## config.mk

```make
export PLATFORM = sky130hd
export DESIGN_NAME = alu_multicycle_flat
export DESIGN_NICKNAME = d
export VERILOG_FILES = /design/src/rtl/gate_boy_pkg.sv /design/src/rtl/alu_multicycle_if.sv /design/src/rtl/alu_multicycle_slice.sv /design/src/rtl/alu_multicycle.sv /design/src/flat_wrapper.sv
export SDC_FILE = /design/constraint.sdc
export NUM_CORES = 1
export LEC_CHECK = 0
export CAP_MARGIN = 0
export CORE_ASPECT_RATIO = 1.2
export CORE_UTILIZATION = 30
export DETAILED_ROUTE_END_ITERATION = 10
export DONT_BUFFER_PORTS = 1
export SLEW_MARGIN = 15
export SYNTH_ARGS = -nofsm -noshare
export SYNTH_HDL_FRONTEND = slang
export SYNTH_SLANG_ARGS = --single-unit
```

## constraint.sdc

```tcl
create_clock -name clk -period 6.43 [get_ports clk]
set_input_delay 1.6075 -clock clk [delete_from_list [all_inputs] [get_ports clk]]
set_output_delay 1.6075 -clock clk [all_outputs]
set_load 0.1 [all_outputs]
```

## src/rtl/gate_boy_pkg.sv

```systemverilog
// Shared types and constants for the multi-cycle Game Boy ALU.
// F register layout is {Z,N,H,C,4'b0}; the low nibble always reads as zero.
package gate_boy_pkg;

    localparam int DATA_WIDTH = 8;
    localparam int FLAG_WIDTH = 8;

    localparam int FLAG_Z = 7;
    localparam int FLAG_N = 6;
    localparam int FLAG_H = 5;
    localparam int FLAG_C = 4;

    typedef enum logic [3:0] {
        OP_ADD,
        OP_ADC,
        OP_SUB,
        OP_SBC,
        OP_AND,
        OP_XOR,
        OP_OR,
        OP_CP,
        OP_INC,
        OP_DEC,
        OP_DAA
    } alu_op_t;

    typedef enum logic [1:0] {
        ST_IDLE,
        ST_WIDE_HI,
        ST_DONE
    } alu_state_t;

    // Carry/borrow fed into the lowest slice: ADC/SBC chain the F register
    // carry, INC/DEC are modelled as +1/-1 through the carry input.
    function automatic logic first_cin(alu_op_t op, logic c_flag);
        case (op)
            OP_ADC, OP_SBC: first_cin = c_flag;
            OP_INC, OP_DEC: first_cin = 1'b1;
            default:        first_cin = 1'b0;
        endcase
    endfunction

endpackage

```

## src/rtl/alu_multicycle_if.sv

```systemverilog
// Request/response bundle between decoder/register file and the ALU.
// master = requester (drives operands, consumes the result), slave = ALU.
interface alu_multicycle_if #(
    parameter int W = 16
);
    import gate_boy_pkg::*;

    logic                  in_valid;
    logic                  in_ready;
    alu_op_t               op;
    logic                  wide;
    logic [W-1:0]          operand_a;
    logic [W-1:0]          operand_b;
    logic [FLAG_WIDTH-1:0] flags_in;
    logic                  out_valid;
    logic                  out_ready;
    logic [W-1:0]          result;
    logic [FLAG_WIDTH-1:0] flags_out;
    logic                  busy;

    modport master (
        output in_valid, op, wide, operand_a, operand_b, flags_in, out_ready,
        input  in_ready, out_valid, result, flags_out, busy
    );

    modport slave (
        input  in_valid, op, wide, operand_a, operand_b, flags_in, out_ready,
        output in_ready, out_valid, result, flags_out, busy
    );

endinterface

```

## src/rtl/alu_multicycle_slice.sv

```systemverilog
// alu_slice: combinational DATA_WIDTH-bit ALU slice with carry in/out and
// half-carry out. The top reuses one instance for every pass of a wide op.
module alu_slice
    import gate_boy_pkg::*;
#(
    parameter int DATA_WIDTH = 8,
    parameter int HALF_BIT   = 4
) (
    input  alu_op_t               op,
    input  logic [DATA_WIDTH-1:0] a,
    input  logic [DATA_WIDTH-1:0] b,
    input  logic                  cin,
    output logic [DATA_WIDTH-1:0] res,
    output logic                  cout,
    output logic                  hout
);

    logic [DATA_WIDTH-1:0] b_eff;
    logic [DATA_WIDTH:0]   sum;

    // INC/DEC ignore operand B; the +/-1 arrives through cin.
    assign b_eff = (op == OP_INC || op == OP_DEC) ? '0 : b;

    // Slice datapath: one DATA_WIDTH+1 bit add or subtract, or a bitwise op.
    always_comb begin
        // NOTE: every output gets a default first so no path leaves a latch.
        sum  = '0;
        res  = a;
        cout = 1'b0;
        hout = 1'b0;
        case (op)
            OP_ADD, OP_ADC, OP_INC: begin
                sum  = {1'b0, a} + {1'b0, b_eff} + {{DATA_WIDTH{1'b0}}, cin};
                res  = sum[DATA_WIDTH-1:0];
                cout = sum[DATA_WIDTH];
                // Carry into bit HALF_BIT recovered from the sum bit itself.
                hout = a[HALF_BIT] ^ b_eff[HALF_BIT] ^ sum[HALF_BIT];
            end
            OP_SUB, OP_SBC, OP_CP, OP_DEC: begin
                sum  = {1'b0, a} - {1'b0, b_eff} - {{DATA_WIDTH{1'b0}}, cin};
                res  = sum[DATA_WIDTH-1:0];
                cout = sum[DATA_WIDTH];
                hout = a[HALF_BIT] ^ b_eff[HALF_BIT] ^ sum[HALF_BIT];
            end
            OP_AND:  res = a & b;
            OP_XOR:  res = a ^ b;
            OP_OR:   res = a | b;
            default: res = a;
        endcase
    end

endmodule

```

## src/rtl/alu_multicycle.sv

```systemverilog
// alu_multicycle: Game Boy ALU executing narrow ops in one cycle and wide
// (WIDE_FACTOR*DATA_WIDTH) ops one slice per cycle through a shared alu_slice.
// Optional feature macro: ALU_DAA_EN (decimal adjust; DAA is a NOP without it).
module alu_multicycle
    import gate_boy_pkg::*;
#(
    parameter int DATA_WIDTH  = 8,
    parameter int HALF_BIT    = 4,
    parameter int WIDE_FACTOR = 2
) (
    input  logic           clk,
    input  logic           rst_n,
    alu_multicycle_if.slave bus
);

    localparam int W     = WIDE_FACTOR * DATA_WIDTH;
    localparam int IDX_W = (WIDE_FACTOR > 1) ? $clog2(WIDE_FACTOR) : 1;
    localparam logic [IDX_W-1:0] LAST_IDX = IDX_W'(WIDE_FACTOR - 1);

    alu_state_t            state_q;
    logic                  out_valid_q;
    logic                  busy_q;
    logic [W-1:0]          result_q;
    logic [FLAG_WIDTH-1:0] flags_q;
    logic [W-1:0]          a_q;
    logic [W-1:0]          b_q;
    logic [W-1:0]          acc_q;
    logic [FLAG_WIDTH-1:0] fl_in_q;
    alu_op_t               op_q;
    logic                  carry_q;
    logic [IDX_W-1:0]      idx_q;

    alu_op_t               sl_op;
    logic [DATA_WIDTH-1:0] sl_a;
    logic [DATA_WIDTH-1:0] sl_b;
    logic [DATA_WIDTH-1:0] sl_res;
    logic                  sl_cin;
    logic                  sl_cout;
    logic                  sl_hout;

    logic                  accept;
    logic                  req_wide;
    alu_op_t               ctx_op;
    logic                  ctx_wide;
    logic [W-1:0]          ctx_a;
    logic [FLAG_WIDTH-1:0] ctx_flags;
    logic [W-1:0]          raw_d;
    logic                  z_all;
    logic [W-1:0]          result_d;
    logic [FLAG_WIDTH-1:0] flags_d;
    logic [7:0]            daa_res;
    logic [FLAG_WIDTH-1:0] daa_flags;

    assign bus.in_ready  = (state_q == ST_IDLE) || (state_q == ST_DONE && bus.out_ready);
    assign bus.out_valid = out_valid_q;
    assign bus.result    = result_q;
    assign bus.flags_out = flags_q;
    assign bus.busy      = busy_q;

    assign accept   = bus.in_valid && bus.in_ready;
    assign req_wide = bus.wide && (bus.op != OP_DAA);

    // Slice operands: the request bus on accept, the captured operands while chaining.
    always_comb begin
        if (state_q == ST_WIDE_HI) begin
            sl_op  = op_q;
            sl_a   = a_q[idx_q*DATA_WIDTH +: DATA_WIDTH];
            sl_b   = b_q[idx_q*DATA_WIDTH +: DATA_WIDTH];
            sl_cin = carry_q;
        end else begin
            sl_op  = bus.op;
            sl_a   = bus.operand_a[DATA_WIDTH-1:0];
            sl_b   = bus.operand_b[DATA_WIDTH-1:0];
            sl_cin = first_cin(bus.op, bus.flags_in[FLAG_C]);
        end
    end

    alu_slice #(
        .DATA_WIDTH (DATA_WIDTH),
        .HALF_BIT   (HALF_BIT)
    ) u_slice (
        .op   (sl_op),
        .a    (sl_a),
        .b    (sl_b),
        .cin  (sl_cin),
        .res  (sl_res),
        .cout (sl_cout),
        .hout (sl_hout)
    );

`ifdef ALU_DAA_EN
    // Decimal adjust of operand_a[7:0]; conditions use the unadjusted value.
    always_comb begin
        logic [7:0] adj;
        logic       c_new;
        adj   = 8'h00;
        c_new = bus.flags_in[FLAG_C];
        if (!bus.flags_in[FLAG_N]) begin
            if (bus.flags_in[FLAG_C] || bus.operand_a[7:0] > 8'h99) begin
                adj   = adj | 8'h60;
                c_new = 1'b1;
            end
            if (bus.flags_in[FLAG_H] || bus.operand_a[3:0] > 4'h9) begin
                adj = adj | 8'h06;
            end
            daa_res = bus.operand_a[7:0] + adj;
        end else begin
            if (bus.flags_in[FLAG_C]) adj = adj | 8'h60;
            if (bus.flags_in[FLAG_H]) adj = adj | 8'h06;
            daa_res = bus.operand_a[7:0] - adj;
        end
        daa_flags = {daa_res == 8'h00, bus.flags_in[FLAG_N], 1'b0, c_new, 4'b0000};
    end
`else
    // DAA disabled: pass operand_a and the F register straight through.
    always_comb begin
        daa_res   = bus.operand_a[7:0];
        daa_flags = bus.flags_in & 8'hF0;
    end
`endif

    // Result/flag formation for whichever slice is being computed this cycle.
    always_comb begin
        if (state_q == ST_WIDE_HI) begin
            ctx_op    = op_q;
            ctx_wide  = 1'b1;
            ctx_a     = a_q;
            ctx_flags = fl_in_q;
            raw_d     = acc_q;
            raw_d[idx_q*DATA_WIDTH +: DATA_WIDTH] = sl_res;
        end else begin
            ctx_op    = bus.op;
            ctx_wide  = 1'b0;
            ctx_a     = {{(W-DATA_WIDTH){1'b0}}, bus.operand_a[DATA_WIDTH-1:0]};
            ctx_flags = bus.flags_in;
            raw_d     = {{(W-DATA_WIDTH){1'b0}}, sl_res};
        end

        z_all    = (raw_d == '0);
        result_d = raw_d;
        flags_d  = '0;
        case (ctx_op)
            OP_ADD: begin
                flags_d[FLAG_Z] = ctx_wide ? ctx_flags[FLAG_Z] : z_all;
                flags_d[FLAG_H] = sl_hout;
                flags_d[FLAG_C] = sl_cout;
            end
            OP_ADC: begin
                flags_d[FLAG_Z] = z_all;
                flags_d[FLAG_H] = sl_hout;
                flags_d[FLAG_C] = sl_cout;
            end
            OP_SUB, OP_SBC, OP_CP: begin
                flags_d[FLAG_Z] = z_all;
                flags_d[FLAG_N] = 1'b1;
                flags_d[FLAG_H] = sl_hout;
                flags_d[FLAG_C] = sl_cout;
                // CP only compares: flags from the difference, result is A.
                if (ctx_op == OP_CP) result_d = ctx_a;
            end
            OP_AND: begin
                flags_d[FLAG_Z] = z_all;
                flags_d[FLAG_H] = 1'b1;
            end
            OP_XOR, OP_OR: begin
                flags_d[FLAG_Z] = z_all;
            end
            OP_INC, OP_DEC: begin
                if (ctx_wide) begin
                    flags_d = ctx_flags & 8'hF0;
                end else begin
                    flags_d[FLAG_Z] = z_all;
                    flags_d[FLAG_N] = (ctx_op == OP_DEC);
                    flags_d[FLAG_H] = sl_hout;
                    flags_d[FLAG_C] = ctx_flags[FLAG_C];
                end
            end
            OP_DAA: begin
                result_d = {{(W-8){1'b0}}, daa_res};
                flags_d  = daa_flags;
            end
            default: ;
        endcase
    end

    // Control FSM with registered outputs; reset aborts any op in flight.
    always_ff @(posedge clk or negedge rst_n) begin
        if (!rst_n) begin
            state_q     <= ST_IDLE;
            out_valid_q <= 1'b0;
            busy_q      <= 1'b0;
            result_q    <= '0;
            flags_q     <= '0;
            a_q         <= '0;
            b_q         <= '0;
            acc_q       <= '0;
            fl_in_q     <= '0;
            op_q        <= OP_ADD;
            carry_q     <= 1'b0;
            idx_q       <= '0;
        end else begin
            // NOTE: non-blocking assignments so every register samples pre-edge values.
            case (state_q)
                ST_IDLE, ST_DONE: begin
                    if (accept) begin
                        busy_q <= 1'b1;
                        if (req_wide) begin
                            state_q     <= ST_WIDE_HI;
                            out_valid_q <= 1'b0;
                            acc_q       <= raw_d;
                            carry_q     <= sl_cout;
                            a_q         <= bus.operand_a;
                            b_q         <= bus.operand_b;
                            op_q        <= bus.op;
                            fl_in_q     <= bus.flags_in;
                            idx_q       <= IDX_W'(1);
                        end else begin
                            state_q     <= ST_DONE;
                            out_valid_q <= 1'b1;
                            result_q    <= result_d;
                            flags_q     <= flags_d;
                        end
                    end else if (state_q == ST_DONE && bus.out_ready) begin
                        state_q     <= ST_IDLE;
                        out_valid_q <= 1'b0;
                        busy_q      <= 1'b0;
                    end
                end
                ST_WIDE_HI: begin
                    if (idx_q == LAST_IDX) begin
                        state_q     <= ST_DONE;
                        out_valid_q <= 1'b1;
                        result_q    <= result_d;
                        flags_q     <= flags_d;
                    end else begin
                        acc_q   <= raw_d;
                        carry_q <= sl_cout;
                        idx_q   <= idx_q + 1'b1;
                    end
                end
                default: begin
                    state_q     <= ST_IDLE;
                    out_valid_q <= 1'b0;
                    busy_q      <= 1'b0;
                end
            endcase
        end
    end

endmodule

```

## src/flat_wrapper.sv

```systemverilog
// flat-port wrapper written by rule: the top's interface ports become plain ports
module alu_multicycle_flat import gate_boy_pkg::*;
#(
    parameter int DATA_WIDTH  = 8,
    parameter int HALF_BIT    = 4,
    parameter int WIDE_FACTOR = 2
)
  (clk, rst_n, bus_in_valid, bus_op, bus_wide, bus_operand_a, bus_operand_b, bus_flags_in, bus_out_ready, bus_in_ready, bus_out_valid, bus_result, bus_flags_out, bus_busy);
  alu_multicycle_if #(.W(((8) * (2)))) bus_i ();
  input  logic clk;
  input  logic rst_n;
  input wire logic [$bits(bus_i.in_valid)-1:0] bus_in_valid;
  input wire logic [$bits(bus_i.op)-1:0] bus_op;
  input wire logic [$bits(bus_i.wide)-1:0] bus_wide;
  input wire logic [$bits(bus_i.operand_a)-1:0] bus_operand_a;
  input wire logic [$bits(bus_i.operand_b)-1:0] bus_operand_b;
  input wire logic [$bits(bus_i.flags_in)-1:0] bus_flags_in;
  input wire logic [$bits(bus_i.out_ready)-1:0] bus_out_ready;
  output wire logic [$bits(bus_i.in_ready)-1:0] bus_in_ready;
  output wire logic [$bits(bus_i.out_valid)-1:0] bus_out_valid;
  output wire logic [$bits(bus_i.result)-1:0] bus_result;
  output wire logic [$bits(bus_i.flags_out)-1:0] bus_flags_out;
  output wire logic [$bits(bus_i.busy)-1:0] bus_busy;
  assign bus_i.in_valid = bus_in_valid;
  assign bus_i.op = bus_op;
  assign bus_i.wide = bus_wide;
  assign bus_i.operand_a = bus_operand_a;
  assign bus_i.operand_b = bus_operand_b;
  assign bus_i.flags_in = bus_flags_in;
  assign bus_i.out_ready = bus_out_ready;
  assign bus_in_ready = bus_i.in_ready;
  assign bus_out_valid = bus_i.out_valid;
  assign bus_result = bus_i.result;
  assign bus_flags_out = bus_i.flags_out;
  assign bus_busy = bus_i.busy;
  alu_multicycle #(.DATA_WIDTH(DATA_WIDTH), .HALF_BIT(HALF_BIT), .WIDE_FACTOR(WIDE_FACTOR)) u_core (.clk(clk), .rst_n(rst_n), .bus(bus_i));
endmodule
```

==> qor.rpt, run 1 <==
FINAL TIMING
-------------------------------------------------------------------------------------
Final critical path time including I/O delays and setup                       4.97 ns
Headroom to the max-slew limit                                                  34.1%
Post-layout worst setup margin                                                1.46 ns
Slew Viols, Final                                                                   0
Final cycle utilization of the critical path                                    77.3%

FINISH
-------------------------------------------------------------------------------------
Number of ordinary and repair buffers in the finished layout                       10
Number of multi-input combinational cells in the layout                           470
Fraction of layout cells with a size suffix above 1                             16.3%
Area overhead of the layout relative to synthesis                               9.57%
Final cell area excluding filler cells                                   0.00629 mm^2
Seq. cell area                                                           0.00203 mm^2
Clock buffers and inverters, area share                                         4.60%
Cell group occupying the most layout area                                multi-input combinational cells
Most frequent standard cell in the layout excluding fill and tap cells   sky130_fd_sc_hd__dfrtp_1
Fraction of cell area in non-clock buffers                                      1.19%
Diode count                                                                         0
# clk buffers                                                                      10
Final Non-Filler Cells                                                            863

FLOW RUN
-------------------------------------------------------------------------------------
Count of max-cap constraint violations                                              0
Count of tool warnings                                                             44

SETUP PATH
-------------------------------------------------------------------------------------
Worst Path Max Fanout                                                              20
CP arrival                                                                    5.25 ns
Master of the slowest instance on the critical path                      sky130_fd_sc_hd__a2111oi_0
Worst path buffer plus inverter count                                               2
Worst reg2reg path startpoint                                            u_core.state_q[1]$_DFFE_PN0P_
Endpoint required time on the critical path                                   6.71 ns
Critical path capture point type                                             register
Worst-path cell chain                                                    buf_4 > nand2b_2 > mux2_2 > nor2_1 > buf_4 > nor2_1 > ha_1 > nor2b_1 > o21a_1 > o21ai_0 > a21oi_1 > a2111oi_0 > nor2_1 > a211o_1 > a21oi_1
Worst Setup EP                                                           u_core.bus.result[6]$_DFFE_PN0P_

PWR
-------------------------------------------------------------------------------------
Power in the clock group                                                       512 uW
Total internal power                                                          1180 uW
Relative contribution of the clock network to total power                       23.5%
Worst supply voltage drop on vdd                                             0.141 mV
Sequential cell fraction of total power                                         47.9%
Combinational power                                                            622 uW

CLOCK NETWORK
-------------------------------------------------------------------------------------
Number of resized instances in the post-cts repair step                             0
Number of buffers inserted for hold repair after clock tree synthesis               0
Number of buffers added for setup after CTS                                         0
Worst skew pair latency                                                       0.35 ns
CTS buffer count                                                                    9
H-tree Lvls                                                                         3
Max Root-Sink Buffers                                                               2
Number of sinks driven by the clock tree                                           81
Clock-pin slew of the registers on the worst-case setup and hold paths        0.07 ns

DETAILED ROUTING
-------------------------------------------------------------------------------------
Post-detailed-route count of antenna-violating nets                                 0
DRT iter0 DRCs                                                                    290
Sum of met2 wire segment lengths after detailed routing                       8.18 mm
Routed vias/inst                                                                 5.41
Total number of vias                                                             4667
Number of detailed-route iterations in the first pass                               5
Overall routed net length                                                     16.5 mm
Average wire per cell in the routed design                                    19.2 um
DRC                                                                                 0
Detailed-routed wire length on met3                                           1.00 mm

GLOBAL ROUTING
-------------------------------------------------------------------------------------
Wire length of the first global-routing pass                                  25.7 mm
Pin count of the biggest net entering global routing                               82
Antenna violations before repair                                                    0
Combined global-route utilization of all metal layers                           17.3%

PLACE
-------------------------------------------------------------------------------------
Cells after DPL                                                                   847
Placement-stage cell area                                                0.00599 mm^2

YOSYS
-------------------------------------------------------------------------------------
Synthesized cell area                                                    0.00574 mm^2
Proportion of synthesized flip-flops having asynchronous set or reset            100%
Area leader, netlist                                                     sky130_fd_sc_hd__dfrtp_1
AO/OA Area Share                                                                18.5%
Combinational family with the most area after synthesis                  AND-OR/OR-AND gates
Count of flip-flops with a built-in enable after synthesis                          0
Proportion of synthesized chip area in sequential cells                         35.3%
Cell count after synthesis                                                        610
Area fraction in mux cells                                                      16.2%
Syn. warnings                                                                       0
Count of distinct cell types in the synthesized netlist                            78
Cell area leaders                                                        sky130_fd_sc_hd__dfrtp_1 (35%), sky130_fd_sc_hd__mux2_2 (10%), sky130_fd_sc_hd__ha_1 (7.6%)
Cell with the most instances after synthesis                             sky130_fd_sc_hd__dfrtp_1

WORST HOLD PATH
-------------------------------------------------------------------------------------
Launch instance of the worst min-delay path                              u_core.acc_q[12]$_DFFE_PN0P_
Min-Delay Path Class                                                       reg -> reg

DIE
-------------------------------------------------------------------------------------
Fraction of the core area occupied by cells at floorplan                        30.5%
FP Rows                                                                            55
Floorplan die width                                                            128 um
Floorplan Core Area                                                       0.0188 mm^2

OUTCOME
-------------------------------------------------------------------------------------
Run status                                                                  completed

Run 1, met1 routing:
Supply wires on this layer in gray.
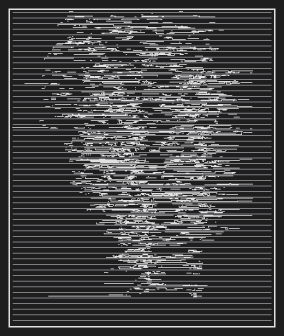
The longest straight run is 58.4 um. The wires run mostly horizontal. 636 nets have wire on it. The layer carries 6790 um of wire.

Run 1, metal 2:
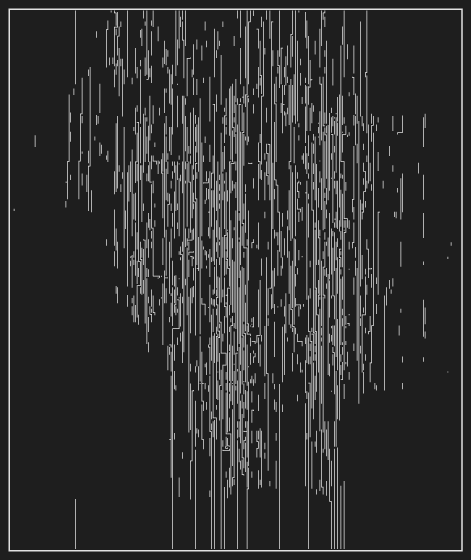
The wires run mostly vertical. The layer holds 49% of the routed length. The layer carries 8180 um of wire.

Run 1, met3 routing:
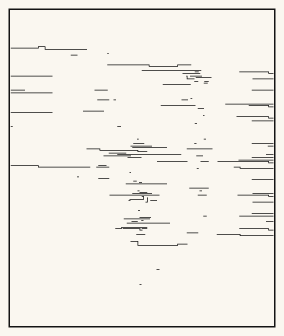
The longest straight run is 30.8 um. The wires run mostly horizontal. The layer carries 1000 um of wire. The layer holds 6.1% of the routed length. 74 nets have wire on it.

## Run 2: what changed since run 1
==> constraint.sdc (replaced) <==
create_clock -name clk -period 4.7 [get_ports clk]
set_input_delay 1.175 -clock clk [delete_from_list [all_inputs] [get_ports clk]]
set_output_delay 1.175 -clock clk [all_outputs]
set_load 0.1 [all_outputs]
Run 2, met3 routing:
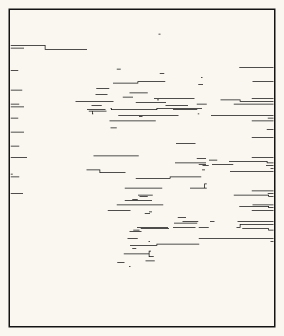
The longest straight run is 36.1 um. The wires run mostly horizontal.

==> run 2 against run 1 <==
Against the previous run: clock skew grew 0.0018 ns; synthesized area is the same; routed wire length grew 2.6%; global-route usage grew 0.70 points; worst hold slack gained 0.0022 ns.
==> qor.rpt, run 2 <==
SETUP PATH
-------------------------------------------------------------------------------------
Worst path buffer plus inverter count                                               2
Master of the slowest instance on the critical path                      sky130_fd_sc_hd__o21ai_0
Endpoint required time on the critical path                                   4.99 ns
Type of the worst setup path                                               reg -> reg
Critical path capture point type                                             register
Kind of start point of the critical path                                     register
CP arrival                                                                    4.72 ns
Worst Path Max Fanout                                                              23
Worst Setup EP                                                           u_core.bus.result[6]$_DFFE_PN0P_
Worst-path cell chain                                                    nand2b_2 > buf_12 > o21ai_0 > ha_1 > nor2b_1 > o21a_1 > o21ai_0 > a21oi_1 > a2111oi_0 > buf_4 > nor2_1 > a211o_1 > a21oi_1
Stage delay of the slowest cell on the critical path                          0.69 ns

FLOW RUN
-------------------------------------------------------------------------------------
Count of tool warnings                                                             44
Count of max-cap constraint violations                                              0

FINISH
-------------------------------------------------------------------------------------
Fraction of cell area in non-clock buffers                                      2.62%
Number of multi-input combinational cells in the layout                           470
Seq. cell area                                                           0.00203 mm^2
Final cell area excluding filler cells                                   0.00640 mm^2
Number of ordinary inverters in the final layout                                   30
Diode count                                                                         0
Number of ordinary and repair buffers in the finished layout                       19
Area overhead of the layout relative to synthesis                               11.5%
Final Non-Filler Cells                                                            872
Cell group occupying the most layout area                                multi-input combinational cells
Clock buffers and inverters, area share                                         4.83%
Most frequent standard cell in the layout excluding fill and tap cells   sky130_fd_sc_hd__dfrtp_1
Fraction of layout cells with a size suffix above 1                             17.5%

DIE
-------------------------------------------------------------------------------------
Floorplan Core Area                                                       0.0188 mm^2
FP Rows                                                                            55
Floorplan die width                                                            128 um
Fraction of the core area occupied by cells at floorplan                        30.5%

PWR
-------------------------------------------------------------------------------------
Relative contribution of the clock network to total power                       24.9%
Sequential cell fraction of total power                                         46.7%
Worst supply voltage drop on vdd                                             0.194 mV
Total power draw                                                              3050 uW

FINAL TIMING
-------------------------------------------------------------------------------------
Final critical path time including I/O delays and setup                       4.44 ns
Slew Viols, Final                                                                   0
Post-layout worst setup margin                                               0.264 ns
Headroom to the max-slew limit                                                  23.7%
Final cycle utilization of the critical path                                    94.4%

CLOCK NETWORK
-------------------------------------------------------------------------------------
Number of buffers inserted for hold repair after clock tree synthesis               0
Worst skew pair latency                                                       0.36 ns
Number of sinks driven by the clock tree                                           81
Number of buffers added for setup after CTS                                         0
Max Root-Sink Buffers                                                               2
H-tree Lvls                                                                         3
Number of resized instances in the post-cts repair step                             0
Clock-pin slew of the registers on the worst-case setup and hold paths        0.07 ns

GLOBAL ROUTING
-------------------------------------------------------------------------------------
Pin count of the biggest net entering global routing                               82
Antenna violations before repair                                                    0
Wire length of the first global-routing pass                                  26.8 mm

YOSYS
-------------------------------------------------------------------------------------
Combinational family with the most area after synthesis                  AND-OR/OR-AND gates
Proportion of synthesized chip area in sequential cells                         35.3%
Cell with the most instances after synthesis                             sky130_fd_sc_hd__dfrtp_1
Syn. warnings                                                                       0
Proportion of synthesized flip-flops having asynchronous set or reset            100%
Synthesized cell area                                                    0.00574 mm^2
Area fraction in mux cells                                                      16.2%
Count of flip-flops with a built-in enable after synthesis                          0
XOR/XNOR Fraction of Synth Area                                                 1.07%
Area leader, netlist                                                     sky130_fd_sc_hd__dfrtp_1

DETAILED ROUTING
-------------------------------------------------------------------------------------
Sum of met2 wire segment lengths after detailed routing                       8.32 mm
Average wire per cell in the routed design                                    19.4 um
Overall routed net length                                                     17.0 mm
Number of detailed-route iterations in the first pass                               5
DRC                                                                                 0
Routed vias/inst                                                                 5.40
Total number of vias                                                             4712
Top Layer Used                                                                   met4
Post-detailed-route count of antenna-violating nets                                 0

PLACE
-------------------------------------------------------------------------------------
Cells after DPL                                                                   856
Placement-stage cell area                                                0.00609 mm^2

WORST HOLD PATH
-------------------------------------------------------------------------------------
Min-Delay Path Class                                                      in -> async

OUTCOME
-------------------------------------------------------------------------------------
Run status                                                                  completed

Run 2, clock wiring as the flow saved it:
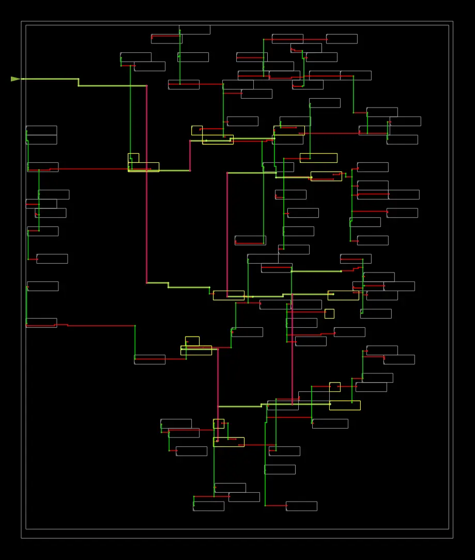
power in the clock group: 761 uW
# clk buffers: 9
FFs & Latches: 81
CTS buffer count: 9

Power and IR drop assume default switching activity.
